<file path="src/rtl/tlu_fusion_engine.sv">
// -----------------------------------------------------------------------------
// tlu_fusion_engine
//
// Fuses buy/sell votes from NUM_STRAT strategy channels into weighted scores,
// compares them against runtime thresholds and drives a FLAT/LONG/SHORT
// position machine with a post-trade cooldown.
//
// Pipeline: votes are collected into a window that completes once every
// participating strategy has reported. The cycle after completion the scores
// are visible. The cycle after that the decision and any trade pulse appear.
// Windows may complete on consecutive cycles.
//
// Ports:
//   clk, rst          clock, synchronous active-high reset
//   strat_valid/buy/sell/mask   per-strategy vote inputs (NUM_STRAT bits each)
//   buy_weights, sell_weights   packed weights, strategy i at [i*WEIGHT_W +: WEIGHT_W]
//   buy_thresh, sell_thresh     score thresholds; 0 disables that side
//   cooldown_cycles             cycles to suppress trading after a position change
//   buy_signal, sell_signal     single-cycle trade pulses
//   position                    00 FLAT, 01 LONG, 10 SHORT
//   decision_valid              pulses once per evaluated window
//   buy_score, sell_score       last registered scores
//   overrun                     sticky: a strategy reported twice in one window
//
// Build option: define TLU_FLIP_EN to reverse LONG<->SHORT directly on an
// opposing signal instead of returning to FLAT.
// -----------------------------------------------------------------------------
module tlu_fusion_engine #(
  parameter int NUM_STRAT  = 3,
  parameter int WEIGHT_W   = 4,
  parameter int SCORE_W    = 8,
  parameter int COOLDOWN_W = 8
) (
  input  logic                          clk,
  input  logic                          rst,
  input  logic [NUM_STRAT-1:0]          strat_valid,
  input  logic [NUM_STRAT-1:0]          strat_buy,
  input  logic [NUM_STRAT-1:0]          strat_sell,
  input  logic [NUM_STRAT-1:0]          strat_mask,
  input  logic [NUM_STRAT*WEIGHT_W-1:0] buy_weights,
  input  logic [NUM_STRAT*WEIGHT_W-1:0] sell_weights,
  input  logic [SCORE_W-1:0]            buy_thresh,
  input  logic [SCORE_W-1:0]            sell_thresh,
  input  logic [COOLDOWN_W-1:0]         cooldown_cycles,
  output logic                          buy_signal,
  output logic                          sell_signal,
  output logic [1:0]                    position,
  output logic                          decision_valid,
  output logic [SCORE_W-1:0]            buy_score,
  output logic [SCORE_W-1:0]            sell_score,
  output logic                          overrun
);

  typedef enum logic [1:0] {
    POS_FLAT  = 2'b00,
    POS_LONG  = 2'b01,
    POS_SHORT = 2'b10
  } pos_e;

  // One spare bit lets a running sum overflow SCORE_W before saturation.
  localparam int                ACC_W     = SCORE_W + 1;
  localparam logic [ACC_W-1:0]  SCORE_MAX = {1'b0, {SCORE_W{1'b1}}};

  logic [NUM_STRAT-1:0]  cap_buy_q, cap_buy_d;
  logic [NUM_STRAT-1:0]  cap_sell_q, cap_sell_d;
  logic [NUM_STRAT-1:0]  got_q, got_d;
  logic                  overrun_q, overrun_d;
  logic                  score_vld_q, score_vld_d;
  logic [SCORE_W-1:0]    buy_score_q, buy_score_d;
  logic [SCORE_W-1:0]    sell_score_q, sell_score_d;
  pos_e                  pos_q, pos_d;
  logic [COOLDOWN_W-1:0] cool_q, cool_d;
  logic                  dec_vld_q, dec_vld_d;
  logic                  buy_sig_q, buy_sig_d;
  logic                  sell_sig_q, sell_sig_d;

  logic [NUM_STRAT-1:0]  arrive;
  logic                  window_done;
  logic [ACC_W-1:0]      buy_acc, sell_acc;
  logic                  raw_buy, raw_sell;

  // Collection and score stage. Scores are summed from this cycle's captures
  // (including same-cycle arrivals) so they register on the completion edge.
  always_comb begin
    // NOTE: every combinational output gets a default first so no path leaves
    // it unassigned -- otherwise synthesis infers a latch.
    arrive     = strat_valid & strat_mask;
    cap_buy_d  = cap_buy_q;
    cap_sell_d = cap_sell_q;
    for (int i = 0; i < NUM_STRAT; i++) begin
      if (arrive[i]) begin
        // A vote carrying both buy and sell counts as neither.
        cap_buy_d[i]  = strat_buy[i] & ~strat_sell[i];
        cap_sell_d[i] = strat_sell[i] & ~strat_buy[i];
      end
    end

    overrun_d   = overrun_q | (|(arrive & got_q));
    window_done = (|strat_mask) && (&(got_q | arrive | ~strat_mask));
    got_d       = window_done ? '0 : (got_q | arrive);

    // NOTE: blocking assignments are correct here: the accumulator is a
    // combinational running sum, each loop iteration builds on the last.
    buy_acc  = '0;
    sell_acc = '0;
    for (int i = 0; i < NUM_STRAT; i++) begin
      if (strat_mask[i] && cap_buy_d[i]) begin
        buy_acc = buy_acc + {{(ACC_W-WEIGHT_W){1'b0}}, buy_weights[i*WEIGHT_W +: WEIGHT_W]};
      end
      if (buy_acc > SCORE_MAX) buy_acc = SCORE_MAX;
      if (strat_mask[i] && cap_sell_d[i]) begin
        sell_acc = sell_acc + {{(ACC_W-WEIGHT_W){1'b0}}, sell_weights[i*WEIGHT_W +: WEIGHT_W]};
      end
      if (sell_acc > SCORE_MAX) sell_acc = SCORE_MAX;
    end

    score_vld_d  = window_done;
    buy_score_d  = window_done ? buy_acc[SCORE_W-1:0]  : buy_score_q;
    sell_score_d = window_done ? sell_acc[SCORE_W-1:0] : sell_score_q;
  end

  // Decision stage and position machine next-state.
  always_comb begin
    raw_buy  = (buy_thresh != '0) && (buy_score_q >= buy_thresh) &&
               (buy_score_q > sell_score_q);
    raw_sell = (sell_thresh != '0) && (sell_score_q >= sell_thresh) &&
               (sell_score_q > buy_score_q);

    pos_d      = pos_q;
    buy_sig_d  = 1'b0;
    sell_sig_d = 1'b0;
    dec_vld_d  = score_vld_q;
    cool_d     = (cool_q != '0) ? cool_q - COOLDOWN_W'(1) : cool_q;

    // While cooling down the decision is still reported but cannot trade.
    if (score_vld_q && (cool_q == '0)) begin
      case (pos_q)
        POS_FLAT: begin
          if (raw_buy) begin
            pos_d     = POS_LONG;
            buy_sig_d = 1'b1;
          end else if (raw_sell) begin
            pos_d      = POS_SHORT;
            sell_sig_d = 1'b1;
          end
        end
        POS_LONG: begin
          if (raw_sell) begin
            sell_sig_d = 1'b1;
`ifdef TLU_FLIP_EN
            pos_d = POS_SHORT;
`else
            pos_d = POS_FLAT;
`endif
          end
        end
        POS_SHORT: begin
          if (raw_buy) begin
            buy_sig_d = 1'b1;
`ifdef TLU_FLIP_EN
            pos_d = POS_LONG;
`else
            pos_d = POS_FLAT;
`endif
          end
        end
        default: pos_d = POS_FLAT;
      endcase
    end

    if (buy_sig_d || sell_sig_d) cool_d = cooldown_cycles;
  end

  // NOTE: the captures are reset along with the control state so a reset
  // mid-window cannot leak stale votes into the next window's scores.
  always_ff @(posedge clk) begin
    if (rst) begin
      cap_buy_q    <= '0;
      cap_sell_q   <= '0;
      got_q        <= '0;
      overrun_q    <= 1'b0;
      score_vld_q  <= 1'b0;
      buy_score_q  <= '0;
      sell_score_q <= '0;
      pos_q        <= POS_FLAT;
      cool_q       <= '0;
      dec_vld_q    <= 1'b0;
      buy_sig_q    <= 1'b0;
      sell_sig_q   <= 1'b0;
    end else begin
      cap_buy_q    <= cap_buy_d;
      cap_sell_q   <= cap_sell_d;
      got_q        <= got_d;
      overrun_q    <= overrun_d;
      score_vld_q  <= score_vld_d;
      buy_score_q  <= buy_score_d;
      sell_score_q <= sell_score_d;
      pos_q        <= pos_d;
      cool_q       <= cool_d;
      dec_vld_q    <= dec_vld_d;
      buy_sig_q    <= buy_sig_d;
      sell_sig_q   <= sell_sig_d;
    end
  end

  assign buy_signal     = buy_sig_q;
  assign sell_signal    = sell_sig_q;
  assign position       = pos_q;
  assign decision_valid = dec_vld_q;
  assign buy_score      = buy_score_q;
  assign sell_score     = sell_score_q;
  assign overrun        = overrun_q;

endmodule

</file>
<file path="config.mk">
export PLATFORM = sky130hd
export DESIGN_NAME = tlu_fusion_engine
export DESIGN_NICKNAME = d
export VERILOG_FILES = /design/src/rtl/tlu_fusion_engine.sv
export SDC_FILE = /design/constraint.sdc
export NUM_CORES = 1
export LEC_CHECK = 0
export CAP_MARGIN = 10
export CORE_ASPECT_RATIO = 1.1
export CORE_UTILIZATION = 50
export CTS_BUF_LIST = sky130_fd_sc_hd__clkbuf_8
export CTS_CLUSTER_SIZE = 14
export DETAILED_ROUTE_END_ITERATION = 7
export PLACE_DENSITY = 0.83
export SYNTH_ARGS = -nofsm -noshare
export SYNTH_HDL_FRONTEND = slang
export SYNTH_SLANG_ARGS = --single-unit
</file>
<file path="constraint.sdc">
create_clock -name clk -period 4.65 [get_ports clk]
set_clock_uncertainty 0.05 [all_clocks]
set_input_delay 1.395 -clock clk [delete_from_list [all_inputs] [get_ports clk]]
set_output_delay 1.395 -clock clk [all_outputs]
set_load 0.02 [all_outputs]
</file>
==> flow.log, run 1 <==
[flow] collecting metrics
INFO  metric postCtsSetupBuffers = 0
INFO  metric slew_viol_final = 0
INFO  metric hp-class = reg -> reg
INFO  metric wire_per_inst = around 14 um
INFO  metric p_leak = between 1.5 and 2 nW
INFO  metric count_of_hold_buffers_inserted_by_post_cts_repair = 0
INFO  metric wire_length_of_the_first_global_routing_pass = approximately 12000 um
INFO  metric top_level_ports = 84
INFO  metric horizontal_die_dimension = roughly 75 um
INFO  metric timing.reg2reg.setup_slack = 1590 ps
INFO  metric cts_made_buffers = 5
INFO  metric route.vias.total = around 2.9k
INFO  metric most_common_flop_cell_mapped_by_yosys = sky130_fd_sc_hd__dfxtp_1
INFO  metric post_route_cells_drive_above_1_share = roughly 8.3%
INFO  metric post-route-min-period = roughly 4400 ps
INFO  metric clk_path_buf_depth = 2
INFO  metric floorplan.initialDensity = between 50% and 60%
INFO  metric power.density_cell_area = 278 nW/um^2
INFO  metric cts_sinks = 36
INFO  metric maximum_number_of_pins_on_one_net_before_global_route_repair = 22
INFO  metric port_buffers = 79
INFO  metric routed_via_density = roughly 5.6
INFO  metric status = finished, final reports clean
INFO  metric final_common_cell = sky130_fd_sc_hd__clkdlybuf4s50_1
INFO  metric post_synthesis_cell_type_with_the_largest_combined_area = sky130_fd_sc_hd__dfxtp_1
INFO  metric drcViolationCount = 0
INFO  metric timing.fmax = 226 MHz
INFO  metric stage_log_warnings = 28
INFO  metric max_slew_margin = between 50% and 60%
INFO  metric fillerInstances = approximately 490
INFO  metric die-area = about 6200 um^2
INFO  metric top_register = cool_q
INFO  metric root_driver = sky130_fd_sc_hd__clkbuf_8
==> run 1: metrics by stage <==
step | power [mW] | utilization, % | cells | area, um^2 | hold slack (ps)
after global routing | 1.15 | 70.6 | 508 | 3910 | 429
after global placement | 0.841 | 69.0 | 500 | 3820 | 397
after detailed placement | 0.860 | 69.0 | 500 | 3820 | 397
after CTS | 1.09 | 70.5 | 508 | 3910 | 408
after floorplan | 0.721 | - | 351 | 2950 | 383
final | 1.09 | 70.6 | 508 | 3910 | 411
==> run 1: metal layers <==
metal / wire (um) / track usage, % / vias to the layer above / share of wire, %
met3: 393 / 4.13 / 20 / 5.5
met5: 0 / 0 / - / 0
met4: 187 / 9.62 / 0 / 2.6
met1: 2930 / 27.2 / 1317 / 41
met2: 3630 / 46.2 / 95 / 51
li1: - / - / 1420 / -
==> run 1: critical path: stages <==
cell and delay, ps:
sky130_fd_sc_hd__clkdlybuf4s50_1 480, sky130_fd_sc_hd__nand2b_1 180, sky130_fd_sc_hd__a21boi_1 230, sky130_fd_sc_hd__and2_1 210
sky130_fd_sc_hd__ha_1 190, sky130_fd_sc_hd__fa_1 410, sky130_fd_sc_hd__mux2_2 310, sky130_fd_sc_hd__ha_1 280
sky130_fd_sc_hd__a21o_1 170, sky130_fd_sc_hd__a21oi_1 210, sky130_fd_sc_hd__buf_4 140, sky130_fd_sc_hd__o21bai_1 60
sky130_fd_sc_hd__a32oi_1 230, sky130_fd_sc_hd__nor2_1 60
==> run 1: area by class of cell <==
type | count | area (um^2) | area share, %
multi-input cells | 275 | 2050 | 52.4
repair buffers | 89 | 866 | 22.2
flip-flops and latches | 36 | 721 | 18.4
inverters | 25 | 93.8 | 2.40
well taps | 75 | 93.8 | 2.40
clock buffers | 5 | 68.8 | 1.76
clock inverters | 3 | 18.8 | 0.480
==> run 1: report_power, final <==
group / total, mW / switching (mW) / internal (mW) / leakage, nW
clock network: 0.228 / 0.123 / 0.105 / 0.0479
logic: 0.453 / 0.214 / 0.239 / 1.30
registers: 0.405 / 0.0564 / 0.348 / 0.294
==> run 1: kinds of logic after synthesis <==
family                     count (synthesis)  share of synthesized area, %
xor gates and xnor gates                  14                          4.17
muxes                                     10                          3.70
AOI/OAI and AO/OA                         92                          20.4
DFF                                       36                          24.5
and+or+nand+nor                          114                          22.2
buffers and inverters                     40                          6.38
adders and majority gates                 41                          18.5
other                                      1                         0.128
==> run 1: final timing paths <==
| kind | from | endpoint | depth (start not counted) |
|---|---|---|---|
| setup / recovery | strat_valid[0] | sell_score[5]$_SDFFE_PP0P_ | 14 |
| hold / removal | cap_sell_q[1]$_SDFF_PP0_ | cap_sell_q[1]$_SDFF_PP0_ | 2 |
| setup reg to reg | cap_sell_q[0]$_SDFF_PP0_ | sell_score[5]$_SDFFE_PP0P_ | 13 |
| hold reg to reg | cap_sell_q[1]$_SDFF_PP0_ | cap_sell_q[1]$_SDFF_PP0_ | 2 |
==> run 1: what timing repair did <==
| action | 4_1_cts | 5_1_grt |
|---|---|---|
| gates resized | 0 | 2 |
| setup endpoints to repair | 0 | 4 |
| hold endpoints to repair | 0 | 0 |
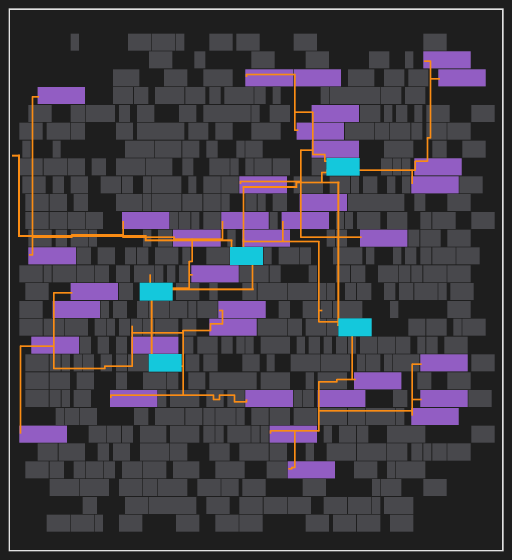
(run_1/clock_map.png)
Key: cyan = cells driving clock nets [count 5]; purple = flip-flops [count 36]; orange = clock wires [length 512 um]
There are 6 routed clock nets.

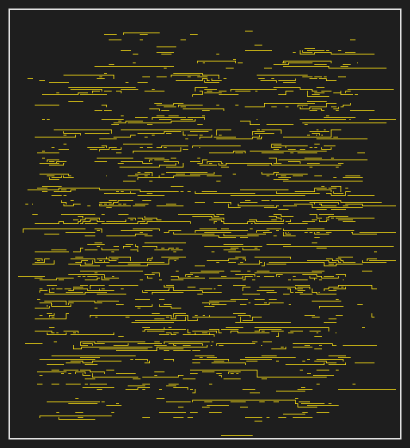
(run_1/met1.png)
The wires run mostly horizontal. 473 nets have wire on it.
met1 routing resource usage after global routing: 27.2%
sum of routed wire length over all layers: 7140 um

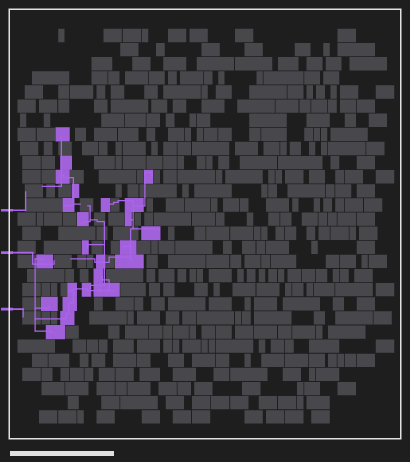
(run_1/port_nets.png)
Bar = 20 um.
Key: purple = strat_valid [bits 3, direction input, end cells 27, buffers 4, wire 173 um]

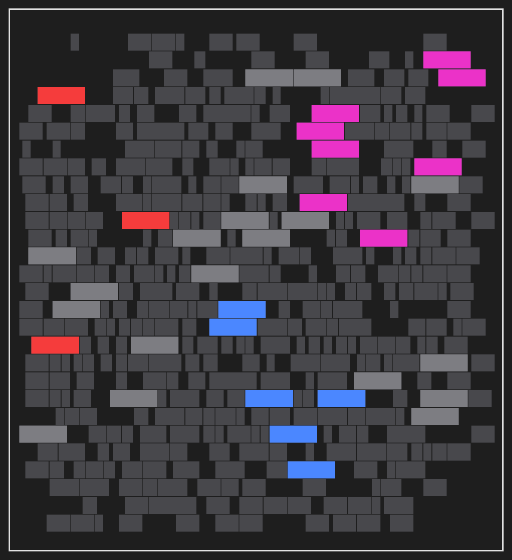
(run_1/registers.png)
Other sequential cells in the stronger grey, the rest of the logic in the fainter grey.
Key: magenta = cool_q [flops 8]; red = cap_sell_q [flops 3]; blue = buy_score [flops 6]
power in sequential cells: 405 uW
Register Area: 721 um^2
sequential fraction of total cell area: 18.4%

==> run_1/final_congestion.png <==
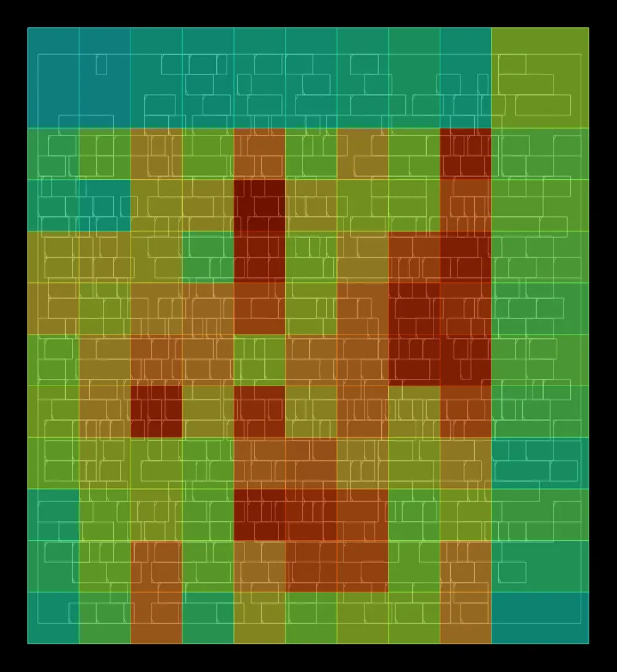

==> run 1 -> run 2 <==
--- a/config.mk
+++ b/config.mk
@@ -6,11 +6,11 @@
 export NUM_CORES = 1
 export LEC_CHECK = 0
 export CAP_MARGIN = 10
-export CORE_ASPECT_RATIO = 1.1
 export CORE_UTILIZATION = 50
 export CTS_BUF_LIST = sky130_fd_sc_hd__clkbuf_8
 export CTS_CLUSTER_SIZE = 14
 export DETAILED_ROUTE_END_ITERATION = 7
+export HOLD_SLACK_MARGIN = 0.08
 export PLACE_DENSITY = 0.83
 export SYNTH_ARGS = -nofsm -noshare
 export SYNTH_HDL_FRONTEND = slang
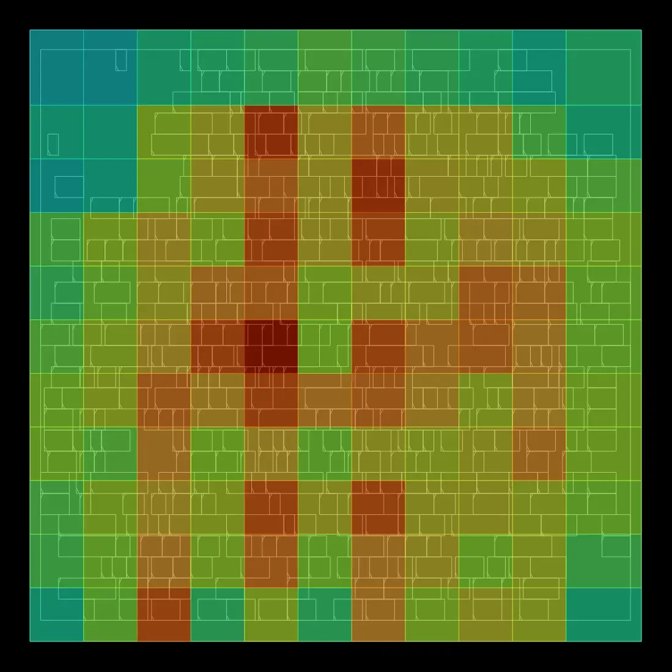
(run_2/final_congestion.png)
Global Route met2 Usage: 40.6%
busiest grt layer: met2
combined global-route utilization of all metal layers: 24.0%

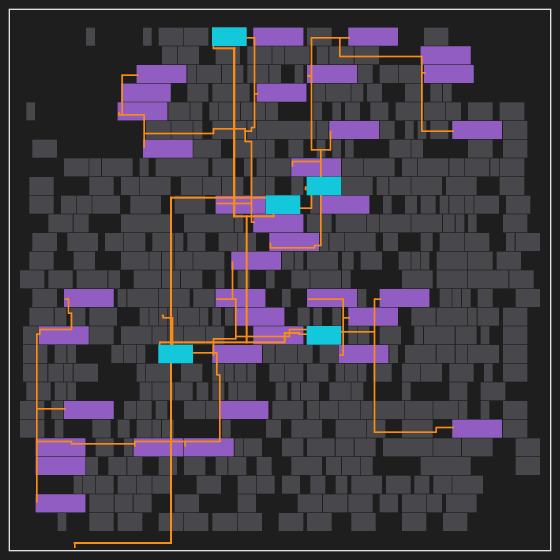
(run_2/clock_map.png)
Key: cyan = cells driving clock nets [count 5]; purple = flip-flops [count 36]; orange = clock wires [length 512 um]
Position of the flops: all over the die. There are 6 routed clock nets.

==> run 2 against run 1 <==
Against the previous run: synthesized area is the same; critical endpoint is now buy_score[3]$_SDFFE_PP0P_; sequential share of layout area shrank 0.082 points; register-to-register slack hardly changed; clock-buffer cell count grew 1; hold slack improved by 3.5 ps; global-route usage down 0.58 points; via count shrank 2.0%; cell count fell by 0.20%; core utilization fell by 0.18 points.
==> flow.log, run 2 <==
[flow] collecting metrics
INFO  metric status = finished, final reports clean
INFO  metric clk_path_buf_depth = 2 (unchanged)
INFO  metric slew_viol_final = 0 (unchanged)
INFO  metric place_area = 3830 um^2 (+0.29%)
INFO  metric timing.rr.end = buy_score[3]$_SDFFE_PP0P_
INFO  metric post-route-min-period = 4400 ps (-22.9 ps)
INFO  metric top_register = cool_q
INFO  metric timing.reg2reg.setup_slack = 1600 ps (about the same)
INFO  metric r2r_start = cap_buy_q[0]$_SDFF_PP0_
INFO  metric placed_cells = 499 (-0.20%)
INFO  metric cts_sinks = 36 (unchanged)
INFO  metric synthDominantCellAreaShare = between 20% and 30%
INFO  metric hp-class = reg -> reg
INFO  metric area_growth = 33.5%
INFO  metric cts_made_buffers = 5 (unchanged)
INFO  metric horizontal_die_dimension = 78.7 um (+4.8%)
INFO  metric count_of_hold_buffers_inserted_by_post_cts_repair = 0 (unchanged)
INFO  metric post_layout_inst_area = 3930 um^2 (+0.45%)
INFO  metric p_leak = 1.66 nW (+1.1%)
INFO  metric detail_route.wirelength = 6960 um (-2.5%)
INFO  metric whs_path_depth = 2 (unchanged)
INFO  metric grt_use_met3 = 3.60% (-0.52 points)
INFO  metric fillerInstances = 438 (-9.9%)
INFO  metric hold_path_startpoint = cap_sell_q[2]$_SDFF_PP0_
INFO  metric power.density_cell_area = 276 nW/um^2 (-0.59%)
INFO  metric top_level_ports = 84 (unchanged)
INFO  metric use_met1 = 31.3% (+4.1 points)
INFO  metric root_driver = sky130_fd_sc_hd__clkbuf_8
INFO  metric most_common_flop_cell_mapped_by_yosys = sky130_fd_sc_hd__dfxtp_1
INFO  metric final_common_cell = sky130_fd_sc_hd__clkdlybuf4s50_1
INFO  metric hold_end = cap_sell_q[2]$_SDFF_PP0_
INFO  metric final_cell_mix = sky130_fd_sc_hd__clkdlybuf4s50_1 (79), sky130_fd_sc_hd__ha_1 (37), sky130_fd_sc_hd__dfxtp_1 (36)
INFO  metric max_slew_margin = 55.8% (+0.53 points)
INFO  metric post_route_cells_drive_above_1_share = 8.51% (+0.19 points)
INFO  metric crit_chain = clkdlybuf4s50_1 -> nand2b_1 -> a21boi_1 -> buf_4 -> and2_1 -> ha_1 -> fa_1 -> mux2_2 -> ha_1 -> a21o_1 -> a21oi_2 -> xnor2_1 -> nor2_1 -> a211oi_1 -> a211oi_1
INFO  metric nNetsFinal = approximately 540
INFO  metric instances_no_fill = 507 (-0.20%)
INFO  metric crit_slowest_cell = sky130_fd_sc_hd__clkdlybuf4s50_1
INFO  metric wire_per_inst = 13.7 um (-2.3%)
INFO  metric wire_length_of_the_first_global_routing_pass = 11900 um (+2.0%)
INFO  metric floorplan.initialDensity = 52.7% (-0.37 points)
INFO  metric finalPower = 1.08 mW (-0.14%)
INFO  metric clk_pin_slew = roughly 70 ps
INFO  metric slowest_delay = 470 ps (about the same)
INFO  metric routed_via_density = 5.51 (-1.8%)
INFO  metric post_synthesis_cell_type_with_the_largest_combined_area = sky130_fd_sc_hd__dfxtp_1
INFO  metric drcViolationCount = 0 (unchanged)
INFO  metric maximum_number_of_pins_on_one_net_before_global_route_repair = 29 (+32%)
INFO  metric r2r_depth = 14 (+1)
INFO  metric route.vias.total = 2796 (-2.0%)
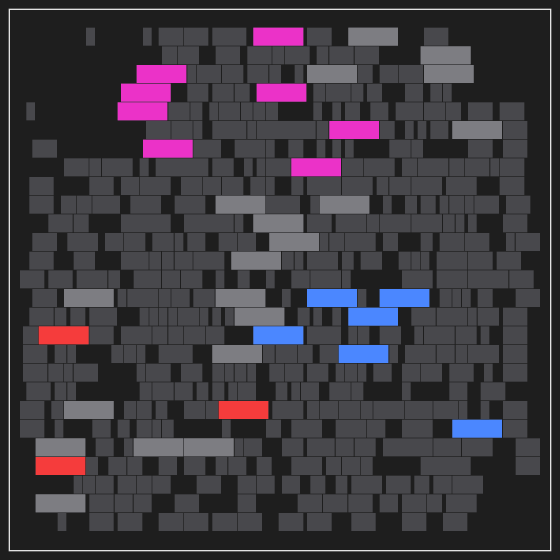
(run_2/registers.png)
Other sequential cells in the stronger grey, the rest of the logic in the fainter grey.
utilization after layout: 70.4%
power in sequential cells: 407 uW
sequential fraction of total cell area: 18.4%

run 2: cell counts after synthesis:
Identical to the previous run, type by type.
run 2: how the worst max path moves through the flow:
stage	start	endpoint	slack, ps	cells after the start
2_1_floorplan	strat_valid[0]	buy_score[3]$_SDFFE_PP0P_	390	14
3_3_place_gp	strat_valid[0]	sell_score[3]$_SDFFE_PP0P_	-10	15
3_5_place_dp	strat_valid[0]	sell_score[3]$_SDFFE_PP0P_	-150	15
4_1_cts	strat_valid[0]	sell_score[3]$_SDFFE_PP0P_	140	15
5_1_grt	strat_valid[0]	buy_score[3]$_SDFFE_PP0P_	40	15
6_report	strat_valid[0]	buy_score[3]$_SDFFE_PP0P_	250	15
run 2: cell type report:
| cell class | count | area, um^2 | area share (%) |
|---|---|---|---|
| multi-input combinational | 275 | 2050 | 52.2 |
| timing repair buffer | 91 | 881 | 22.4 |
| clock buffer | 6 | 82.6 | 2.10 |
| inverter | 25 | 93.8 | 2.39 |
| sequential | 36 | 721 | 18.4 |
| clock inverter | 2 | 7.51 | 0.191 |
| tap | 72 | 90.1 | 2.29 |
run 2: repair_timing:
action                                  4_1_cts  5_1_grt
resized                                       0        4
endpoints found under the setup margin        0        2
setup buffers                                 0        0
run 2: kinds of logic (layout without fill, tap and decap cells):
group | after synthesis | count (layout) | synth area share, %
and+or+nand+nor | 114 | 114 | 22.2
AOI/OAI and AO/OA | 92 | 92 | 20.4
adders and majority gates | 41 | 41 | 18.5
buffers and inverters | 40 | 124 | 6.38
DFF | 36 | 36 | 24.5
xor gates and xnor gates | 14 | 14 | 4.17
muxes | 10 | 10 | 3.70
other | 1 | 4 | 0.128
run 2: per-layer routing:
metal	wire, um	part of all wire (%)
met3	318	4.6
met1	3360	48
met5	0	0
met4	93	1.3
met2	3190	46
run 2: through the flow:
step	setup slack (ps)	hold WS, ps	setup TNS (ps)	util [%]
floorplan	392	383	0	-
global placement	-14.5	395	-14.5	68.7
detailed placement	-153	406	-345	68.7
CTS	144	416	0	70.3
global route	36.3	431	0	70.4
finish	249	414	0	70.4
run 2: power by group:
part           switching, mW  internal, mW
Combinational          0.209         0.240
Sequential            0.0586         0.349
Clock                  0.111         0.116
Total                  0.379         0.705
run 2: worst max-delay path: cells and delay by family:
| kind | cells | cell delay (ps) |
|---|---|---|
| buffers and inverters | 2 | 610 |
| AND/OR/NAND/NOR | 3 | 380 |
| XOR/XNOR | 1 | 140 |
| multiplexers | 1 | 310 |
| AND-OR/OR-AND | 5 | 820 |
| adder cells (fa/ha/maj) | 3 | 880 |
==> run 2 -> run 3 <==
--- a/config.mk
+++ b/config.mk
@@ -12,6 +12,7 @@
 export DETAILED_ROUTE_END_ITERATION = 7
 export HOLD_SLACK_MARGIN = 0.08
 export PLACE_DENSITY = 0.83
+export RECOVER_POWER = 50
 export SYNTH_ARGS = -nofsm -noshare
 export SYNTH_HDL_FRONTEND = slang
 export SYNTH_SLANG_ARGS = --single-unit
==> run 3 against run 2 <==
Against the previous run: critical path depth did not move; largest cell class unchanged; clock-buffer cell count did not move; die size did not move; register-to-register slack barely moved; sequential cell count did not move; sequential power barely moved; total power fell by 0.50%; via count fell by 0.54%; fmax barely moved; cell count did not move.
==> flow.log, run 3 <==
[flow] collecting metrics
INFO  metric status = finished, final reports clean
INFO  metric horizontal_die_dimension = 78.7 um (unchanged)
INFO  metric hp-class = reg -> reg
INFO  metric top_level_ports = 84 (unchanged)
INFO  metric max_slew_margin = 56.5% (+0.68 points)
INFO  metric setup_tns = 0 ps (unchanged)
INFO  metric clk_path_buf_depth = 2 (unchanged)
INFO  metric floorplan.initialDensity = 52.7% (unchanged)
INFO  metric place_area = 3830 um^2 (unchanged)
INFO  metric maximum_number_of_pins_on_one_net_before_global_route_repair = 29 (unchanged)
INFO  metric root_driver = sky130_fd_sc_hd__clkbuf_8
INFO  metric drcViolationCount = 0 (unchanged)
INFO  metric routed_via_density = 5.49 (-0.54%)
INFO  metric post_synthesis_cell_type_with_the_largest_combined_area = sky130_fd_sc_hd__dfxtp_1
INFO  metric cts_made_buffers = 5 (unchanged)
INFO  metric top_register = cool_q
INFO  metric crit_start = strat_valid[0]
INFO  metric synthDominantCellAreaShare = 24.5% (unchanged)
INFO  metric post_route_cells_drive_above_1_share = 8.28% (-0.23 points)
INFO  metric wire_length_of_the_first_global_routing_pass = 11900 um (unchanged)
INFO  metric slew_viol_final = 0 (unchanged)
INFO  metric most_common_flop_cell_mapped_by_yosys = sky130_fd_sc_hd__dfxtp_1
INFO  metric utilization = 70.4% (about the same)
INFO  metric timing.reg2reg.setup_slack = 1600 ps (about the same)
INFO  metric p_leak = 1.72 nW (+3.3%)
INFO  metric worstSetupEndpoint = buy_score[3]$_SDFFE_PP0P_
INFO  metric detail_route.wirelength = 6960 um (about the same)
INFO  metric groute.usage.overall = 24.0% (unchanged)
INFO  metric final_cell_mix = sky130_fd_sc_hd__clkdlybuf4s50_1 (60), sky130_fd_sc_hd__ha_1 (37), sky130_fd_sc_hd__dfxtp_1 (36)
INFO  metric final_common_cell = sky130_fd_sc_hd__clkdlybuf4s50_1
INFO  metric finalPower = 1.08 mW (-0.50%)
INFO  metric route.vias.total = 2781 (-0.54%)
-- run 3: cell count changes in the layout (fill, tap and decap cells not counted), sizes merged --
cell,before,now
clkdlybuf4s50,79,60
dlygate4sd3,0,19
buf,12,11
clkbuf,6,7
-- run 3: repair_timing --
item                       CTS  global route
setup endpoints to repair    0             2
hold buffers                 0             0
hold endpoints to repair     0             0
resized                      0             4
-- run 3: layout make-up --
class / count / area [um^2]
clock buffers: 6 / 82.6
clock inverters: 2 / 7.51
fillers: 440 / 1650
inverters: 25 / 93.8
multi-input cells: 275 / 2050
flip-flops and latches: 36 / 721
well taps: 72 / 90.1
repair buffers: 91 / 877
-- run 3: routing by layer --
metal  up-vias  GRT usage, %  wire, um  share of wire (%)
met5         -             0         0                  0
met4         0          7.22        69               0.99
met3         4          3.60       318                4.6
met2        74          40.6      3220                 46
met1      1276          31.3      3350                 48
li1       1427             -         -                  -
-- run 3: where the power goes --
part	internal [mW]	leakage [nW]	switching (mW)	total, mW
Combinational	0.236	1.37	0.209	0.445
Clock	0.116	0.0538	0.110	0.226
Sequential	0.349	0.294	0.0579	0.406
Total	0.702	1.72	0.377	1.08
-- run 3: worst min path at each step --
stage / start / end / slack (ps) / cells past startpoint
floorplan: cap_buy_q[2]$_SDFF_PP0_ / cap_buy_q[2]$_SDFF_PP0_ / 380 / 2
global placement: cap_buy_q[2]$_SDFF_PP0_ / cap_buy_q[2]$_SDFF_PP0_ / 390 / 2
detailed placement: cap_sell_q[2]$_SDFF_PP0_ / cap_sell_q[2]$_SDFF_PP0_ / 410 / 2
CTS: cap_sell_q[2]$_SDFF_PP0_ / cap_sell_q[2]$_SDFF_PP0_ / 420 / 2
global route: cap_sell_q[2]$_SDFF_PP0_ / cap_sell_q[2]$_SDFF_PP0_ / 430 / 2
finish: cap_sell_q[2]$_SDFF_PP0_ / cap_sell_q[2]$_SDFF_PP0_ / 410 / 2
-- run 3: logic make-up after synthesis --
| logic type | count (synthesis) | share of synthesized area (%) |
|---|---|---|
| AND-OR/OR-AND | 92 | 20.4 |
| multiplexers | 10 | 3.70 |
| other | 1 | 0.128 |
| XOR/XNOR | 14 | 4.17 |
| AND/OR/NAND/NOR | 114 | 22.2 |
| flip-flops | 36 | 24.5 |
| buffers and inverters | 40 | 6.38 |
| adder cells (fa/ha/maj) | 41 | 18.5 |
-- run 3: through the flow --
step                setup slack (ps)  instances
floorplan                        392        351
global placement               -14.5        499
finish                           252        507
detailed placement              -153        499
CTS                              144        507
global route                    36.3        507
-- run 3: worst max-delay path, cell delays in order --
cell	delay, ps
sky130_fd_sc_hd__clkdlybuf4s50_1	470
sky130_fd_sc_hd__nand2b_1	170
sky130_fd_sc_hd__a21boi_1	160
sky130_fd_sc_hd__buf_4	140
sky130_fd_sc_hd__and2_1	150
sky130_fd_sc_hd__ha_1	190
sky130_fd_sc_hd__fa_1	410
sky130_fd_sc_hd__mux2_2	310
sky130_fd_sc_hd__ha_1	280
sky130_fd_sc_hd__a21o_1	180
sky130_fd_sc_hd__a21oi_2	180
sky130_fd_sc_hd__xnor2_1	140
sky130_fd_sc_hd__nor2_1	60
sky130_fd_sc_hd__a211oi_1	230
sky130_fd_sc_hd__a211oi_1	70
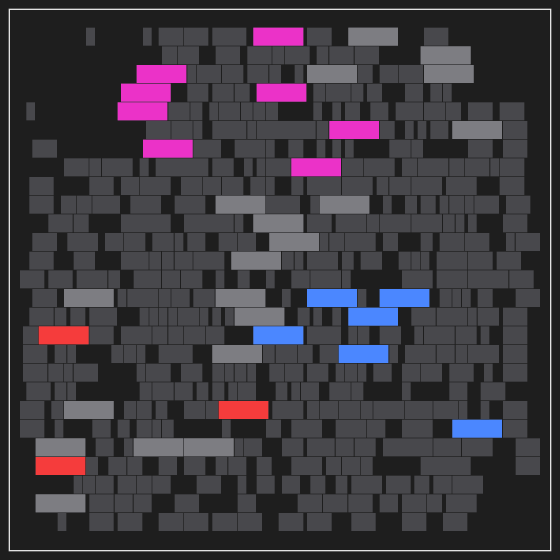
(run_3/registers.png)
Other sequential cells in the stronger grey, the rest of the logic in the fainter grey.
Key: red = cap_sell_q [flops 3]; magenta = cool_q [flops 8]; blue = buy_score [flops 6]
Another 19 sequential cells are not coloured.

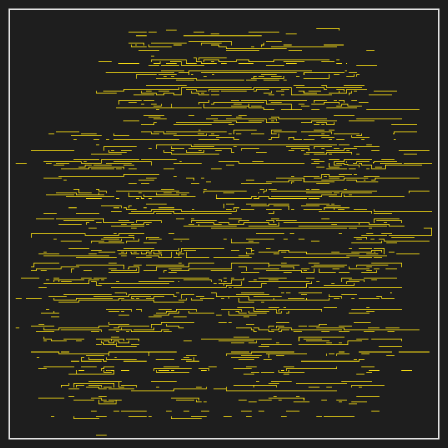
(run_3/met1.png)
The layer carries 3350 um of wire. The longest straight run is 26.2 um. The layer holds 48% of the routed length.

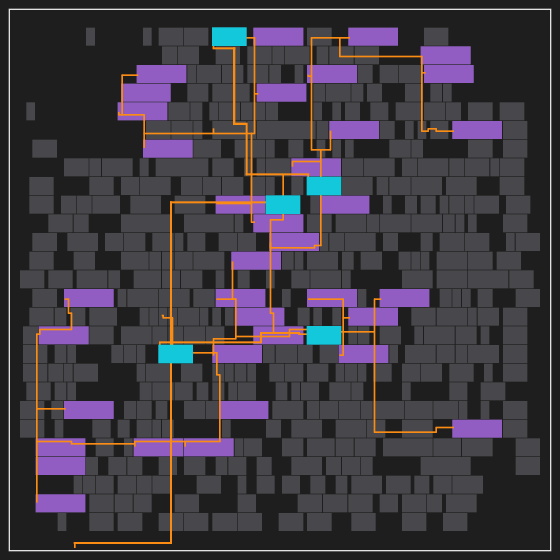
(run_3/clock_map.png)
Clk network pwr share: 21.0%
clock network power consumption: 226 uW
worst-skew pair later-pin latency: 290 ps

Power and IR drop assume default switching activity.
